==> run_1/clock_wires.png <==
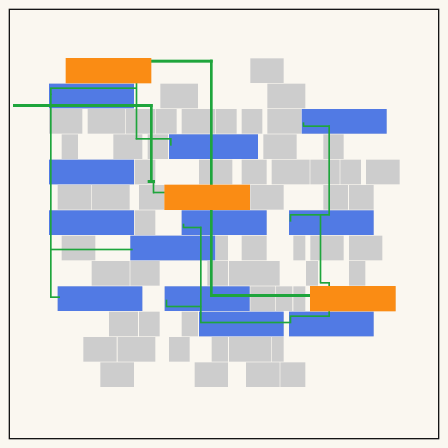
==> run_1/class_map.png <==
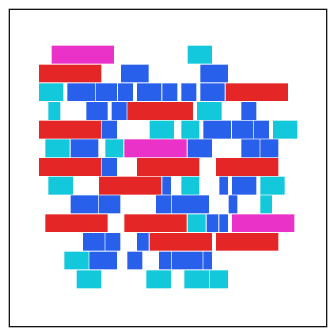
==> run_1/layers.png <==
Two of the layers only.
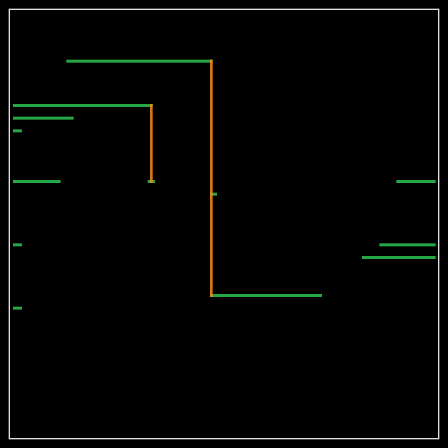
`src/rtl/piso_pkg.sv`:
```
// Shared types and helpers for the parallel-in serial-out serializer.
package piso_pkg;

  typedef enum logic {
    IDLE  = 1'b0,
    SHIFT = 1'b1
  } piso_state_e;

  function automatic int unsigned cnt_width(input int unsigned n);
    return $clog2(n);
  endfunction

endpackage

```
`src/rtl/piso_serializer.sv`:
```
// MSB-first parallel-in serial-out shifter with a valid/ready load handshake;
// a word offered during the final bit streams on with no idle gap.
module piso_serializer
  import piso_pkg::*;
#(
  parameter int unsigned N = 8
) (
  input  logic         clk_i,
  input  logic         rst_ni,
  input  logic [N-1:0] parallel_i,
  input  logic         valid_i,
  output logic         ready_o,
  output logic         serial_o,
  output logic         valid_o,
  output logic         last_o
);

  localparam int unsigned CW = cnt_width(N);
  localparam logic [CW-1:0] CNT_LAST = CW'(N - 1);

  piso_state_e   r_state;
  piso_state_e   w_state_nxt;
  logic [N-1:0]  r_shift;
  logic [N-1:0]  w_shift_nxt;
  logic [CW-1:0] r_cnt;
  logic [CW-1:0] w_cnt_nxt;
  logic          w_busy;
  logic          w_last;
  logic          w_accept;

  assign w_busy   = (r_state == SHIFT);
  assign w_last   = w_busy && (r_cnt == CNT_LAST);
  assign ready_o  = (r_state == IDLE) || w_last;
  assign w_accept = valid_i && ready_o;

  assign serial_o = w_busy && r_shift[N-1];
  assign valid_o  = w_busy;
  assign last_o   = w_last;

  always_ff @(posedge clk_i or negedge rst_ni) begin
    if (!rst_ni) begin
      r_state <= IDLE;
      r_shift <= '0;
      r_cnt   <= '0;
    end else begin
      r_state <= w_state_nxt;
      r_shift <= w_shift_nxt;
      r_cnt   <= w_cnt_nxt;
    end
  end

  // Counter returns to zero on the final bit so it never passes N-1.
  always_comb begin
    w_state_nxt = r_state;
    w_shift_nxt = r_shift;
    w_cnt_nxt   = r_cnt;
    if (w_accept) begin
      w_state_nxt = SHIFT;
      w_shift_nxt = parallel_i;
      w_cnt_nxt   = '0;
    end else if (w_busy) begin
      w_shift_nxt = {r_shift[N-2:0], 1'b0};
      if (w_last) begin
        w_state_nxt = IDLE;
        w_cnt_nxt   = '0;
      end else begin
        w_cnt_nxt   = r_cnt + CW'(1);
      end
    end
  end

endmodule

```
`config.mk`:
```
export PLATFORM = sky130hd
export DESIGN_NAME = piso_serializer
export DESIGN_NICKNAME = d
export VERILOG_FILES = /design/src/rtl/piso_pkg.sv /design/src/rtl/piso_serializer.sv
export SDC_FILE = /design/constraint.sdc
export NUM_CORES = 1
export LEC_CHECK = 0
export CORE_MARGIN = 4
export CORE_UTILIZATION = 45
export CTS_BUF_LIST = sky130_fd_sc_hd__clkbuf_16
export DETAILED_ROUTE_END_ITERATION = 8
export HOLD_SLACK_MARGIN = 0.03
export PLACE_DENSITY = 0.72
export SLEW_MARGIN = 20
export SYNTH_ARGS = -nofsm -noshare
export SYNTH_HDL_FRONTEND = slang
export SYNTH_SLANG_ARGS = --single-unit
```
`constraint.sdc`:
```
create_clock -name clk_i -period 1.8 [get_ports clk_i]
set_input_delay 0.36 -clock clk_i [delete_from_list [all_inputs] [get_ports clk_i]]
set_output_delay 0.36 -clock clk_i [all_outputs]
set_load 0.01 [all_outputs]
```
==> GITHUB_STEP_SUMMARY, run 1 <==
### Flow metrics

| Metric | Value |
|---|---|
| Most flop-heavy register | r_shift |
| Multi-Input Combinational | 38 |
| Die Y-Extent | 46.0 µm |
| Overflow left after global routing | 0 |
| Non-clk buf share | 19.3% |
| Total number of vias | 491 |
| Number of standard-cell rows in the floorplan | 13 |
| Core region area | 1330 µm² |
| Nonclk buf count | 19 |
| Number of ordinary inverters in the final layout | 1 |
| MaxCap Viol Count | 0 |
| Number of CTS-inserted buffers | 3 |
| Area-dominant cell class after layout | logic gates |
| Cell types with the highest counts after synthesis | 12 x sky130_fd_sc_hd__dfrtp_1, 7 x sky130_fd_sc_hd__nor2b_1, 6 x sky130_fd_sc_hd__o221a_2, 5 x sky130_fd_sc_hd__a211o_1 |
| Final cell count without fillers | between 80 and 90 |
| Setup slack after placement | -0.0195 ns |
| Setup TNS Final | 0 ns |
| Met1 usage | 19.1% |
| Adder-Cell Fraction of Synth Area | 3.86% |
| Ratio of final minimum period to clock period | 95.2% |
| Transition at the pin with the smallest max-transition slack | 0.531 ns |
| Area used by sequential logic in the layout | 302 µm² |
| Worst hold path type | input pin to async pin |
| Psw | 0.000436 W |
| Final setup skew | roughly 0.0027 ns |
| Number of enable-type register cells in the synthesized netlist | 0 |
| Root buffer cell | sky130_fd_sc_hd__clkbuf_16 |
| Fmax achieved | 0.584 GHz |
| Initial cell density of the core | about half |
| Netlist area before placement | 648 µm² |
| H-Tree Depth | 1 |
| Topmost layer with routed signal wires | met4 |
| Initial antenna violation count | 0 |
| Number of flip-flops in the largest register | 8 |
| Post-synthesis cell type with the largest combined area | sky130_fd_sc_hd__dfrtp_1 |
| Top library cells by usage in the layout, fill and taps aside | 12 x sky130_fd_sc_hd__clkdlybuf4s50_1, 11 x sky130_fd_sc_hd__dfrtp_1, 7 x sky130_fd_sc_hd__nor2b_1 |
| Post-route worst hold slack | around 0.47 ns |
| Registers | 12 |
| Routability cong. | 0.699 |
| Area fraction of the dominant cell type after synthesis | 46.3% |
| Wire length after detailed routing | 1340 µm |
| Worst-case headroom to the max-slew limit | 64.5% |
| Pre-Repair DR Iteration Count | 4 |
| Placed inst area | 802 µm² |
| Critical path data arrival time | between 1 and 1.5 ns |
| Cell Type Count | 20 |
| Most frequent cell after synthesis | sky130_fd_sc_hd__dfrtp_1 |
| Gate Count Post-Synth | 55 |
| Cts-stage hold buffer count | 0 |
| Post-detailed-route wirelength per cell | approximately 15 µm |
| Count of clock tree sinks | 12 |
| Startpoint type of the worst setup path | flop |
| Routed met2 length | 619 µm |
| Result of the run | finished clean |
| CP max FO | 9 |
| Flop share of the area | 34.6% |
| GR met3 Demand/Resource | under 10% |
| Post-CTS sizing | 7 |
| Combinational power | 0.000574 W |
| DP Cell Count | 85 |
| OpenROAD warning count | 26 |
| Pwr Density | ~1700 nW/µm² |
| Layout clock buffer count | 3 |
| End of the worst register-to-register path | r_shift[1] |
| Net count, final | about 88 |
| Most common cell after layout, fill and taps aside | sky130_fd_sc_hd__clkdlybuf4s50_1 |
Notes on clock_wires.png above:
[blue] flip-flops | count: 12
[orange] clock-net drivers | count: 3
[green] clock wires | length: 201 µm
routed clock nets: 4
Clock net power: 0.000403 W
clock share of power: 28.0%
clock insertion delay at the later pin of the skew report: 0.24 ns

Notes on class_map.png above:
[red] sequential cells | cells: 12
[magenta] clock-net drivers | cells: 3
[cyan] remaining buffers and delay cells | cells: 19
[blue] remaining logic cells | cells: 39
final design area excluding fillers: 871 µm²
fin util: 65.3%

Notes on layers.png above:
[orange] M4 | wire length: 33.3 µm
[green] M3 | wire length: 72.7 µm

--- run 2 (diff from run 1) ---
--- a/config.mk
+++ b/config.mk
@@ -5,6 +5,7 @@
 export SDC_FILE = /design/constraint.sdc
 export NUM_CORES = 1
 export LEC_CHECK = 0
+export CAP_MARGIN = 20
 export CORE_MARGIN = 4
 export CORE_UTILIZATION = 45
 export CTS_BUF_LIST = sky130_fd_sc_hd__clkbuf_16
==> constraint.sdc (replaced) <==
create_clock -name clk_i -period 2.2 [get_ports clk_i]
set_input_delay 0.44 -clock clk_i [delete_from_list [all_inputs] [get_ports clk_i]]
set_output_delay 0.44 -clock clk_i [all_outputs]
set_load 0.01 [all_outputs]
==> run 2 against run 1 <==
Effect of this change:
- register-to-register slack improved by 0.38 ns
- combinational power decreased by 19%
- hold slack improved by 0.021 ns
- sequential share of layout area decreased by 0.094 points
- global-route usage increased by 0.42 points
- non-clock buffer count decreased by 1
- power decreased by 19%
- die size unchanged
- design area decreased by 0.14%
- synthesized cell count unchanged
- critical path depth increased by 2
- sequential cell count unchanged
- critical path type unchanged
- largest power group unchanged
==> GITHUB_STEP_SUMMARY, run 2 <==
### Flow metrics

| Metric | Value |
|---|---|
| Result of the run | finished clean |
| CP startpoint | r_cnt[0] |
| AO/OA Area Share | between 20% and 30% |
| Core region area | 1330 µm² (unchanged) |
| Nets in the synthesized netlist | 68 |
| Sw frac | a little under a third |
| Nonclk buf count | 18 (-1) |
| Global-route usage over all layers | around 16% |
| Count of clock tree sinks | 12 (unchanged) |
| Psw | 0.000351 W (-19%) |
| Type of element capturing the critical path | output pin |
| Clock net power | 0.000322 W (-20%) |
| Most common reg cell | sky130_fd_sc_hd__dfrtp_1 |
| Routed met2 length | 640 µm (+3.4%) |
| Maximum number of pins on one net before global-route repair | 13 |
| Largest cells by area | sky130_fd_sc_hd__dfrtp_1 46%, sky130_fd_sc_hd__o221a_2 10%, sky130_fd_sc_hd__a211o_1 6.8% |
| Number of top-level pins | 15 |
| Cell Type Count | 20 (unchanged) |
| Half-perimeter wire length after placement | 960 µm |
| Multi-Input Combinational | 38 (unchanged) |
| Layout clock buffer count | 3 (unchanged) |
| Share of power burned in registers | 32.8% |
| Area share of and/or/nand/nor cells after synthesis | 15.1% |
| Most frequent cell after synthesis | sky130_fd_sc_hd__dfrtp_1 |
| Number of tapcells | 15 |
| Pwr Density | 1340 nW/µm² (-19%) |
| Highest-power group | combinational cells |
| Stages on worst setup path | 4 |
| DRC viols | 0 |
| Met3 wire length | about 53 µm |
| Post-synthesis cell type with the largest combined area | sky130_fd_sc_hd__dfrtp_1 |
| Iteration-0 DRC count of the detailed router | 7 |
| Worst supply voltage drop on vdd | between 0.7 and 0.8 mV |
| Data required time at the worst endpoint | 1.76 ns |
| Number of cells in the yosys synthesis report | 55 |
| X dimension of the die | 46.0 µm |
| Net count, final | 87 (-1.1%) |
| Most common cell after layout, fill and taps aside | sky130_fd_sc_hd__clkdlybuf4s50_1 |
| Count of warnings emitted by yosys | 0 |
| Setup slack after placement | 0.317 ns (+0.337 ns) |
| Final setup skew | 0.00115 ns (-0.00158 ns) |
| Cell type group with the largest total delay on the critical path | buffers and inverters |
| Combinational fraction of design power | 39.7% |
| Ratio of final minimum period to clock period | 97.1% |
| GR met3 Demand/Resource | 3.95% (-3.2 points) |
| Pre-Repair DR Iteration Count | 4 (unchanged) |
| Wire length of the first global-routing pass | 2390 µm |
| Clock insertion delay at the later pin of the skew report | 0.23 ns (about the same) |
| Registers | 12 (unchanged) |
| Launch instance of the worst min-delay path | r_cnt[0] |
| Critical path data arrival time | 1.70 ns (+0.35 ns) |
| Clock transition at the registers of the reported paths | 0.04 ns |
| Area fraction of the dominant cell type after synthesis | 46.3% (unchanged) |
| Topmost layer with routed signal wires | met3 |
| Share of post-route cells with drive strength above 1 | 23.6% |
| Category of the most critical setup path | flop to output pin |
| Post-route worst hold slack | 0.492 ns (+0.0213 ns) |
| Number of ordinary inverters in the final layout | 1 (unchanged) |
| Transition at the pin with the smallest max-transition slack | 0.574 ns (+0.0430 ns) |
| Summed standard-cell area reported by yosys | 648 µm² |
| Total Power | 0.00117 W |
| Port Buffer Count | 14 |
| Fin util | 65.2% (-0.094 points) |
| Final min period | 2.14 ns |
| Final cell count without fillers | 87 (-1.1%) |
| Fillers | 118 |
| Area used by sequential logic in the layout | 300 µm² (-0.41%) |
| Slack of the worst reg-to-reg path | 0.50 ns |
| End of the worst register-to-register path | r_shift[1] |
| Final number of max-transition violations | 0 |
| Busiest layer in global routing | met2 |
| Sequential fraction of the synthesis area | between 40% and 50% |
| MaxCap Viol Count | 0 (unchanged) |
| Die Y-Extent | 46.0 µm (unchanged) |
| Combinational power | 0.000463 W (-19%) |
| Post-CTS sizing | 0 (-7) |
| Worst-case headroom to the max-slew limit | 61.6% (-2.9 points) |
| Worst reg2reg path depth | 6 |
| Overflow left after global routing | 0 (unchanged) |
| Number of enable-type register cells in the synthesized netlist | 0 (unchanged) |
| Most flop-heavy register | r_shift |
| Number of flip-flops in the largest register | 8 (unchanged) |
| Initial cell density of the core | 48.6% (unchanged) |
| Cts-stage hold buffer count | 0 (unchanged) |
| Initial antenna violation count | 0 (unchanged) |
| Mean cell area of the mapped netlist | 11.8 µm² |
| Number of standard-cell rows in the floorplan | 13 (unchanged) |
| H-Tree Depth | 1 (unchanged) |
| Top library cells by usage in the layout, fill and taps aside | 14 x sky130_fd_sc_hd__clkdlybuf4s50_1, 12 x sky130_fd_sc_hd__dfrtp_1, 7 x sky130_fd_sc_hd__nor2b_1 |
| Worst hold path type | flop to flop |
| Number of buffers on the longest clock path | 2 |
| Root buffer cell | sky130_fd_sc_hd__clkbuf_16 |
| Fmax achieved | 0.468 GHz |
| Register bit count reported by yosys | 12 |
| Clock share of power | 27.5% (-0.5 points) |
| Cell with the most instances on the worst path | sky130_fd_sc_hd__ha_1 |
| Comb gate area | 302 µm² |
| FFs w/ async S/R, synth | 100% |
| Vias per std cell | 5.71 |
| Launch instance of the worst register-to-register path | r_cnt[0] |
| Cell types with the highest counts after synthesis | 12 x sky130_fd_sc_hd__dfrtp_1, 7 x sky130_fd_sc_hd__nor2b_1, 6 x sky130_fd_sc_hd__o221a_2, 5 x sky130_fd_sc_hd__a211o_1 |
| Flop share of the area | 34.5% (-0.094 points) |
| DP Cell Count | 84 (-1.2%) |
| Setup repair after global routing missed its margin | false |
| Startpoint type of the worst setup path | flop |
| Adder-Cell Fraction of Synth Area | 3.86% (unchanged) |
| Number of CTS-inserted buffers | 3 (unchanged) |
| CP max FO | 4 (-5) |
| Area-dominant cell class after layout | logic gates |
| Area overhead of the layout relative to synthesis | 34.2% |
| Non-clk buf share | 19.6% (+0.32 points) |
| Clock network area share | 8.63% |
| Placed inst area | 795 µm² (-0.94%) |
| Sequential power | 0.000383 W |
| Chip Footprint | 2110 µm² |
| Gate Count Post-Synth | 55 (unchanged) |
| Remaining antenna violation count after routing | 0 |
| Netlist area before placement | 648 µm² (unchanged) |
| Met1 usage | 22.0% (+2.9 points) |
| Routability cong. | 0.725 (+3.7%) |
| Setup violation total in the final timing report | 0 |
| Termination of the worst setup path | ready_o |
| Setup TNS Final | 0 ns (unchanged) |
| Cell-internal power | roughly 0.00082 W |
| Buf/Inv on CP | 1 |
| Delay of the slowest cell on the worst path | 0.49 ns |
| OpenROAD warning count | 26 (unchanged) |
| Number of global-route vias before repair | about 540 |
| Final design area excluding fillers | 870 µm² (-0.14%) |
| Met2 track utilization from global routing | around a quarter |
| CTS tree | done |
| Wire length after detailed routing | 1380 µm (+3.4%) |
| Final tally of hold violations | 0 |
| Standby leakage power | 0.391 nW |
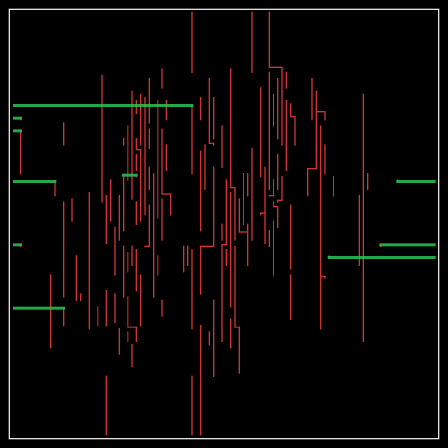
(run_2/layers.png)
Two of the layers only.
post-detailed-route wirelength per cell: 15.9 µm
total number of vias: 497

No activity file was given, so power comes from the tool's default toggle rates.
